## src/rtl/sw_pkg.sv

```systemverilog
// Shared switch-conditioning constants and types for the sw_debounce slice.
package sw_pkg;

    localparam int SW_WIDTH              = 16;
    localparam int CLK_HZ                = 100_000_000;
    localparam int DEBOUNCE_MS           = 10;
    localparam int STABLE_CYCLES_DEFAULT = (CLK_HZ / 1000) * DEBOUNCE_MS;

    typedef logic [SW_WIDTH-1:0] sw_vec_t;

    typedef enum logic {
        DB_IDLE    = 1'b0,
        DB_QUALIFY = 1'b1
    } db_state_t;

    // Counter only has to reach STABLE_CYCLES-1, so $clog2 bits suffice (min 1).
    function automatic int cnt_width(input int n);
        return (n < 2) ? 1 : $clog2(n);
    endfunction

endpackage

```

## src/rtl/sw_debounce_bit.sv

```systemverilog
// Single-bit conditioner: 2-flop synchroniser, stability counter, debounced
// level and registered rise/fall pulses. rise_next/fall_next feed top-level state.
module debounce_bit
    import sw_pkg::*;
#(
    parameter int   STABLE_CYCLES = STABLE_CYCLES_DEFAULT,
    parameter logic RESET_VAL     = 1'b0
) (
    input  logic clk,
    input  logic rst_n,
    input  logic sw,
    output logic sw_db,
    output logic rise,
    output logic fall,
    output logic rise_next,
    output logic fall_next
);

    localparam int            CW       = cnt_width(STABLE_CYCLES);
    localparam logic [CW-1:0] CNT_LAST = CW'(STABLE_CYCLES - 1);

    logic          s1_reg;
    logic          s2_reg;
    logic          db_reg;
    logic          db_next;
    logic          rise_reg;
    logic          fall_reg;
    logic [CW-1:0] cnt_reg;
    logic [CW-1:0] cnt_next;
    db_state_t     state;

    always_ff @(posedge clk or negedge rst_n) begin
        if (!rst_n) begin
            s1_reg   <= RESET_VAL;
            s2_reg   <= RESET_VAL;
            db_reg   <= RESET_VAL;
            cnt_reg  <= '0;
            rise_reg <= 1'b0;
            fall_reg <= 1'b0;
        end else begin
            s1_reg   <= sw;
            s2_reg   <= s1_reg;
            db_reg   <= db_next;
            cnt_reg  <= cnt_next;
            rise_reg <= rise_next;
            fall_reg <= fall_next;
        end
    end

    // Any sample matching the accepted level drops back to IDLE, which clears
    // the counter, so a bounce restarts qualification from zero.
    always_comb begin
        state     = (s2_reg != db_reg) ? DB_QUALIFY : DB_IDLE;
        cnt_next  = '0;
        db_next   = db_reg;
        rise_next = 1'b0;
        fall_next = 1'b0;
        unique case (state)
            DB_IDLE: begin
                cnt_next = '0;
            end
            DB_QUALIFY: begin
                if (cnt_reg == CNT_LAST) begin
                    db_next   = s2_reg;
                    rise_next = s2_reg;
                    fall_next = ~s2_reg;
                end else begin
                    cnt_next = cnt_reg + CW'(1);
                end
            end
        endcase
    end

    assign sw_db = db_reg;
    assign rise  = rise_reg;
    assign fall  = fall_reg;

endmodule

```

## src/rtl/sw_debounce.sv

```systemverilog
// Multi-bit switch debouncer with change pulses ahead of the adder datapath.
// Define SW_DEBOUNCE_TOGGLE_EN to add the push-button toggle output.
module sw_debounce
    import sw_pkg::*;
#(
    parameter int               WIDTH         = SW_WIDTH,
    parameter int               STABLE_CYCLES = STABLE_CYCLES_DEFAULT,
    parameter logic [WIDTH-1:0] RESET_VAL     = '0
) (
    input  logic             clk,
    input  logic             rst_n,
    input  logic [WIDTH-1:0] sw,
    output logic [WIDTH-1:0] sw_db,
    output logic [WIDTH-1:0] rise,
    output logic [WIDTH-1:0] fall,
`ifdef SW_DEBOUNCE_TOGGLE_EN
    output logic [WIDTH-1:0] toggle,
`endif
    output logic             changed
);

    logic [WIDTH-1:0] rise_next;
    logic [WIDTH-1:0] fall_next;
    logic             changed_reg;

    generate
        for (genvar gi = 0; gi < WIDTH; gi++) begin : g_bit
            debounce_bit #(
                .STABLE_CYCLES (STABLE_CYCLES),
                .RESET_VAL     (RESET_VAL[gi])
            ) u_bit (
                .clk       (clk),
                .rst_n     (rst_n),
                .sw        (sw[gi]),
                .sw_db     (sw_db[gi]),
                .rise      (rise[gi]),
                .fall      (fall[gi]),
                .rise_next (rise_next[gi]),
                .fall_next (fall_next[gi])
            );
        end
    endgenerate

    // Built from next-state pulses so changed lines up with rise/fall.
    always_ff @(posedge clk or negedge rst_n) begin
        if (!rst_n) begin
            changed_reg <= 1'b0;
        end else begin
            changed_reg <= |(rise_next | fall_next);
        end
    end

    assign changed = changed_reg;

`ifdef SW_DEBOUNCE_TOGGLE_EN
    logic [WIDTH-1:0] toggle_reg;

    always_ff @(posedge clk or negedge rst_n) begin
        if (!rst_n) begin
            toggle_reg <= '0;
        end else begin
            toggle_reg <= toggle_reg ^ rise_next;
        end
    end

    assign toggle = toggle_reg;
`endif

endmodule
```

## config.mk

```make
export PLATFORM = sky130hd
export DESIGN_NAME = sw_debounce
export DESIGN_NICKNAME = d
export VERILOG_FILES = /design/src/rtl/sw_pkg.sv /design/src/rtl/sw_debounce_bit.sv /design/src/rtl/sw_debounce.sv
export SDC_FILE = /design/constraint.sdc
export NUM_CORES = 1
export LEC_CHECK = 0
export CORE_MARGIN = 2
export CORE_UTILIZATION = 50
export DETAILED_ROUTE_END_ITERATION = 8
export GPL_TIMING_DRIVEN = 0
export PLACE_DENSITY = 0.67
export SYNTH_ARGS = -nofsm -noshare
export SYNTH_HDL_FRONTEND = slang
export SYNTH_SLANG_ARGS = --single-unit
export TNS_END_PERCENT = 20
```

## constraint.sdc

```tcl
create_clock -name clk -period 6.55 [get_ports clk]
set_input_delay 0.9825 -clock clk [delete_from_list [all_inputs] [get_ports clk]]
set_output_delay 0.9825 -clock clk [all_outputs]
set_load 0.02 [all_outputs]
```

Fig. 1: run 1, routed metal, one color a layer
Bar = 50 µm. Two of the layers only.
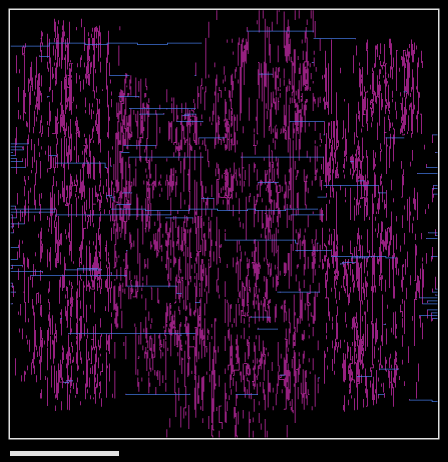
layer	color	wire length
met2	magenta	15000 µm
met3	blue	1200 µm

Fig. 2: run 1, clock distribution
Bar = 50 µm.
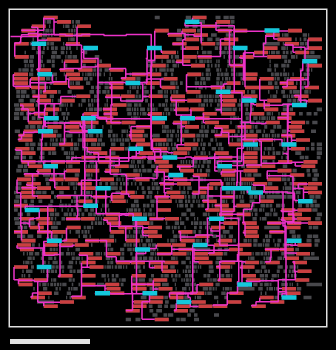
[cells driving clock nets] cyan | count: 44
[flip-flops] red | count: 401
[clock wires] magenta | length: 4970 µm
flops lie	widely spread
routed clock nets	45
power share of the clock group: 49.5%
clock group total power: 0.00264 W
insertion delay to the later sink of the worst-skew pair: 0.54 ns
Final Skew: 0.0151 ns

Fig. 3: run 1, cells colored by class
Fill, decap, tap and diode cells in gray.
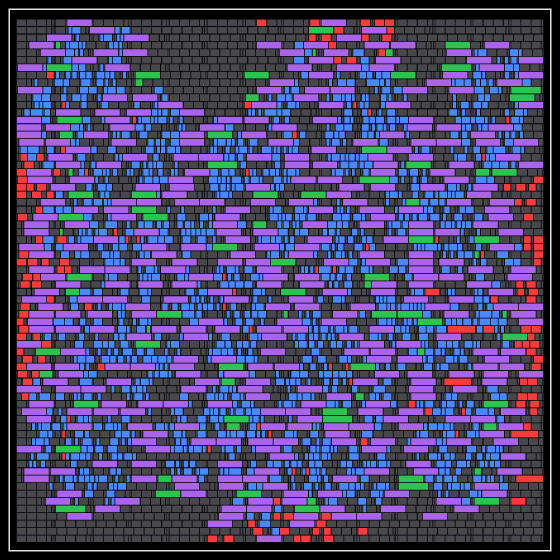
class	color	cells	share of their area
all other logic	blue	1296	38%
clock drivers and dummy loads	green	78	7.6%
other buffers and delay cells	red	159	6.4%
flip-flops	purple	401	48%

==> design notes, run 1 <==
The flow ran to the end, and the final reports show no timing, DRC or antenna violations. The share of synthesized area in the top cell type comes to 54.2%. For reference, the placement row count at floorplan is 70. The number of buffer and inverter instances along the worst setup path is 2, and the internal portion of total power is 0.00422 W. With the flip-flop count of the largest register after layout at 320, the overall track demand over capacity in global routing is 17.9%. In this run the post-CTS setup repair buffer count came out at 0.

Pins over their slew limit in the final report were tallied at 0. In the final layout, the fill cell count is 3070. First-iteration detailed-routing DRC count: 610. TritonCTS built the clock tree. The kind of cell with the highest combined delay on the critical path was buffers and inverters. Leaving out buffers and inverters, the combinational logic in the layout accounts for 7830 µm². The timing report shows that the slowest cell on the worst path is sky130_fd_sc_hd__clkdlybuf4s50_1. The number of cells on the worst hold path came out at 0. The run gives 1 for the number of antenna violations at the first check in global routing. With the maximum number of pins on one net before global-route repair at 101, the depth of the most critical reg-to-reg path is 8.

The total of flip-flops plus latches after synthesis works out to 401. Once placement finished, the instance area stood at 19900 µm². The run gives 44 for the number of buffers added by the clock tree synthesis step.

The H-tree generated during clock tree synthesis spans 2 levels. Across the whole layout, storage elements account for 10000 µm². The critical path endpoint has a required time of 5.57 ns. The power in sequential cells was 0.00254 W; the simple-gate portion of the synthesized area was 25.8%. According to the floorplan report, the placeable core area is 36500 µm². The synthesized netlist contains 41 unique library cells.

The routed length on met3 was 1200 µm. The path class of the tightest hold or removal check is reg2reg. The number of buffers outside the clock class in the layout came out at 159. The share of total power consumed by net switching is 21.0%. Per the synthesis report, the AND-OR/OR-AND share of the synthesized area is 0.142%. The number of global-route vias before repair was 12500. The run gives 54.2% as the fraction of the yosys area taken by sequential cells. The synth_stat.txt file lists the number of cells as 1786. The fraction of power consumed by combinational cells came out at 2.9%.

Type of destination of the critical path: an output pin. The die height is 196 µm. The run gives 0 ns for the final-layout setup total negative slack. Most common flop cell mapped by yosys: sky130_fd_sc_hd__dfrtp_1. In this run, synthesis inferred 0 flip-flops with an integrated enable. Per STA, the worst path is made up of buf_4, clkdlybuf4s50_1. Routed signal wires occupy layers up through met4.

Hold is met by 0.338 ns. In this run the number of cells on the critical path is 2. The synthesized netlist devotes 1.08% of its cell area to adder and majority cells. The stage logs contain a warning count of 28.

Looking at the clock tree report, the root buffer type is sky130_fd_sc_hd__clkbuf_16. The cell count after synthesis was 1786. The startpoint of the worst-slack reg-to-reg timing path is g_bit[3].u_bit.cnt_reg[0]. The arrival time of data at the worst endpoint is listed as 1.71 ns. The most repeated cell in the gate-level netlist after synthesis was sky130_fd_sc_hd__dfrtp_1.

For the met1 global-route usage, the log shows 25.2%. The element type at the critical path start was a flip-flop. The cell type that accounts for the most area after synthesis is sky130_fd_sc_hd__dfrtp_1. The launch point of the worst min-delay path is recorded as g_bit[2].u_bit.s1_reg. The power dissipated in combinational cells was 0.000152 W; the number of buffers between clock root and the deepest sink was 3. With the overall power of the completed layout at 0.00534 W, the share of cells above drive strength 1 is 8.74%. In the layout the commonest cells are sky130_fd_sc_hd__dfrtp_1 (401), sky130_fd_sc_hd__nor2_1 (347), sky130_fd_sc_hd__xor2_1 (157). The area recorded from the Yosys report for this design is 18500 µm². The main area contributors are sky130_fd_sc_hd__dfrtp_1 (54%), sky130_fd_sc_hd__xor2_1 (7.4%), sky130_fd_sc_hd__nor2_1 (7.0%), sky130_fd_sc_hd__xnor2_1 (7.0%), sky130_fd_sc_hd__nand3_1 (3.1%). The capture point of the worst register-to-register path is recorded as g_bit[3].u_bit.cnt_reg[11]. Of the total synthesized cell area, the portion taken by XOR and XNOR cells is 14.4%. For met3 alone, demand over resource in global routing was 3.15%.

The fraction of registers with async set or reset after synthesis was 100%. Relative area of non-clock buffer cells in the final design: 6.18%. Setup slack on the worst path after placement came out at 4.01 ns. For the number of search-and-repair iterations in the first detailed-routing pass, the log shows 5.

Max-cap violations in this run came to 0. Detailed routing inserted a total of 12500 vias. The tools report the global routing met2 resource utilization as 28.8%.

Setup repair after global routing left no endpoint under its margin. After layout, the clock buffer instance count stands at 59. The total overflow left after global routing is 0. STA reports a reg2reg setup slack of 4.00 ns. Per the detailed-route log, wirelength across all metal layers totals 33000 µm.

The most common library cell in the layout ignoring fill and taps was sky130_fd_sc_hd__dfrtp_1. The synthesis run shows the most used standard cells to be sky130_fd_sc_hd__dfrtp_1 (401), sky130_fd_sc_hd__nor2_1 (347), sky130_fd_sc_hd__xor2_1 (157). The run gives 47.7% for the register share of total power. The largest single stage delay on the critical path is 0.59 ns. The wire length of the first global-routing pass came out at 58800 µm. The total of warnings raised by yosys came out at 0. In the placement report, post-DP HPWL is listed as 22200 µm.
==> inputs of run 2 (changes only) <==
Settings changed: PLACE_DENSITY 0.67 to 0.7.
Clock period 6.55 ns to 2.3 ns, I/O delays scaled along.
Fig. 4: run 2, routed metal, one color a layer
Bar = 50 µm. Two of the layers only.
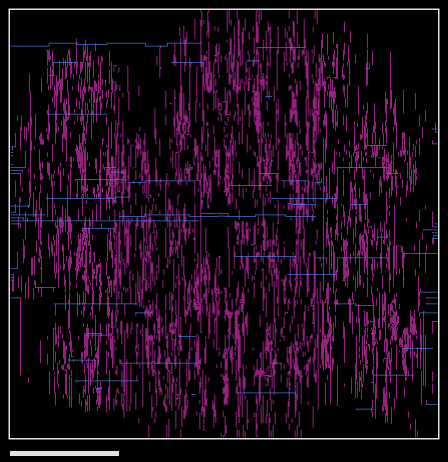
layer	color	wire length
met3	blue	1100 µm
met2	magenta	15700 µm
post-detailed-route wirelength per cell: 13.9 µm
GR Util All Layers: 18.1%
via count of the routed design: 12500
routed wire length: 33300 µm

Fig. 5: run 2, cells colored by class
Fill, decap, tap and diode cells in gray.
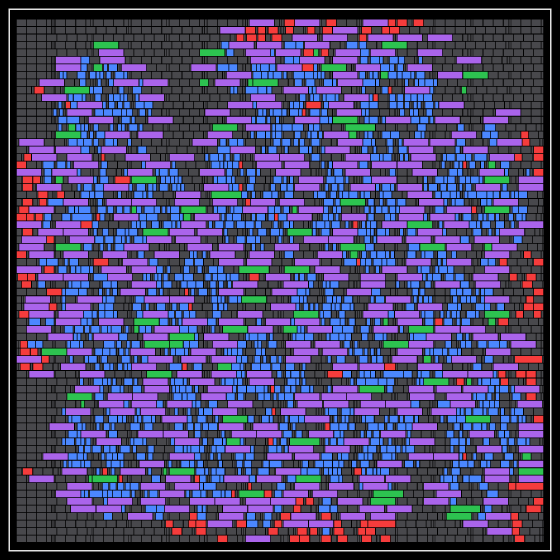
class	color	cells	share of their area
other buffers and delay cells	red	155	6.5%
flip-flops	purple	401	48%
all other logic	blue	1296	38%
clock drivers and dummy loads	green	79	7.2%
core occupancy in the finished layout: 58.9%
final cell area excluding filler cells: 21500 µm²
Core Region: 36500 µm²

==> design notes, run 2 <==
Entering global routing, the biggest net connects 126 pins. The share of total power dissipated in the clock network is 48.5%. Among all cell types in the netlist, the one instantiated most often is sky130_fd_sc_hd__dfrtp_1. Counting every instance in the synthesized netlist gives 1786.

The top cell type by area accounts for 54.2% of the synthesized area. With the routing usage on met3 at 3.13%, the number of cells on the worst hold path is 1. The report lists the cells along the critical path as or4b_1, or4_4, or3_1, buf_6, nand2_8, buf_8, nor2_1. After Yosys synthesis, full adders, half adders and majority gates account for 1.08% of the synthesized area. Summed over the clock group, the power is 0.00726 W.

Peak per-stage delay on the critical path: 0.53 ns. The critical path's slowest stage uses the library cell sky130_fd_sc_hd__or4_4. The number of cells on the worst reg-to-reg path is 7. In this run the number of H-tree levels came out at 2. The met1 global-route usage came out at 24.4%.

The critical path depth in cells is 7. The cell type with the highest aggregate area in the netlist was sky130_fd_sc_hd__dfrtp_1. According to the floorplan report, the die height is 196 µm. For reference, the final report shows the max-slew violation count at 0. The run finished, with violations left. The register with the most flip-flops in the layout has 320 of them. The worst hold path startpoint is sw[2]. For the number of antenna violations at the first check in global routing, the log shows 1.

For the power dissipated in combinational cells, the log shows 0.000447 W. The final reports fail on setup timing. The total of warnings raised by yosys is 0.

The endpoint required time on the critical path is 2.73 ns, and the fraction of registers with async set or reset after synthesis is 100%. The root buffer cell chosen for the clock tree is sky130_fd_sc_hd__clkbuf_16. The final-layout clock buffer total is 52, and the count of final setup violators is 10. The startpoint of the worst-slack reg-to-reg timing path is g_bit[1].u_bit.cnt_reg[11].

In this run the critical register-to-register path is captured at g_bit[1].u_bit.cnt_reg[18]. The detailed router used layers up to and including met4. In the layout the commonest cells are sky130_fd_sc_hd__dfrtp_1 (401), sky130_fd_sc_hd__nor2_1 (347), sky130_fd_sc_hd__xor2_1 (157). For the final-layout setup total negative slack, the log shows -0.289 ns. The sequential standard cell area is 10000 µm², and the routed length on met3 is 1090 µm.

The synthesized netlist devotes 25.8% of its cell area to simple gates. The run gives 41 as the count of distinct cell types in the synthesized netlist. The share of cells above drive strength 1 is 10.5%.

Setup repair after global routing could not meet its margin everywhere. The longest clock path from root to sink contains 3 buffers. The tally of max-capacitance violations is 0. met2 track demand over resource after global routing is 30.2%. Once the clock tree was built, the setup fixing pass inserted 0 buffers. The critical path contains buffers and inverters numbering 2 combined. The first-iteration detailed-routing DRC count is 539. OpenROAD emitted warnings numbering 34. The commonest cells after synthesis are sky130_fd_sc_hd__dfrtp_1 (401), sky130_fd_sc_hd__nor2_1 (347), sky130_fd_sc_hd__xor2_1 (157). Per the synthesis report, the XOR/XNOR share of the synthesized area is 14.4%. The main area contributors are sky130_fd_sc_hd__dfrtp_1 (54%), sky130_fd_sc_hd__xor2_1 (7.4%), sky130_fd_sc_hd__nor2_1 (7.0%), sky130_fd_sc_hd__xnor2_1 (7.0%), sky130_fd_sc_hd__nand3_1 (3.1%). The kind of cell with the highest combined delay on the critical path was simple AND/OR/NAND/NOR gates. The number of flops mapped to enable cells by yosys was 0; the worst-case register-to-register setup slack was -0.04 ns.

The final layout report lists a filler cell count of 3055. The first global-routing pass estimated 59400 µm of wire. Measured on the final layout, buffering overhead outside the clock network stands at 6.31%. The tools report the number of global-route vias before repair as 12800.

The run gives -0.0365 ns for the setup slack after layout. Most common flop cell mapped by yosys: sky130_fd_sc_hd__dfrtp_1. The insertion delay to the later sink of the worst-skew pair was 0.54 ns. The arrival time of data at the worst endpoint is listed as 2.76 ns. Final worst hold slack: 0.238 ns. The fraction of the yosys area taken by sequential cells was 54.2%; the number of search-and-repair iterations in the first detailed-routing pass was 5.
Power and IR drop assume default switching activity.
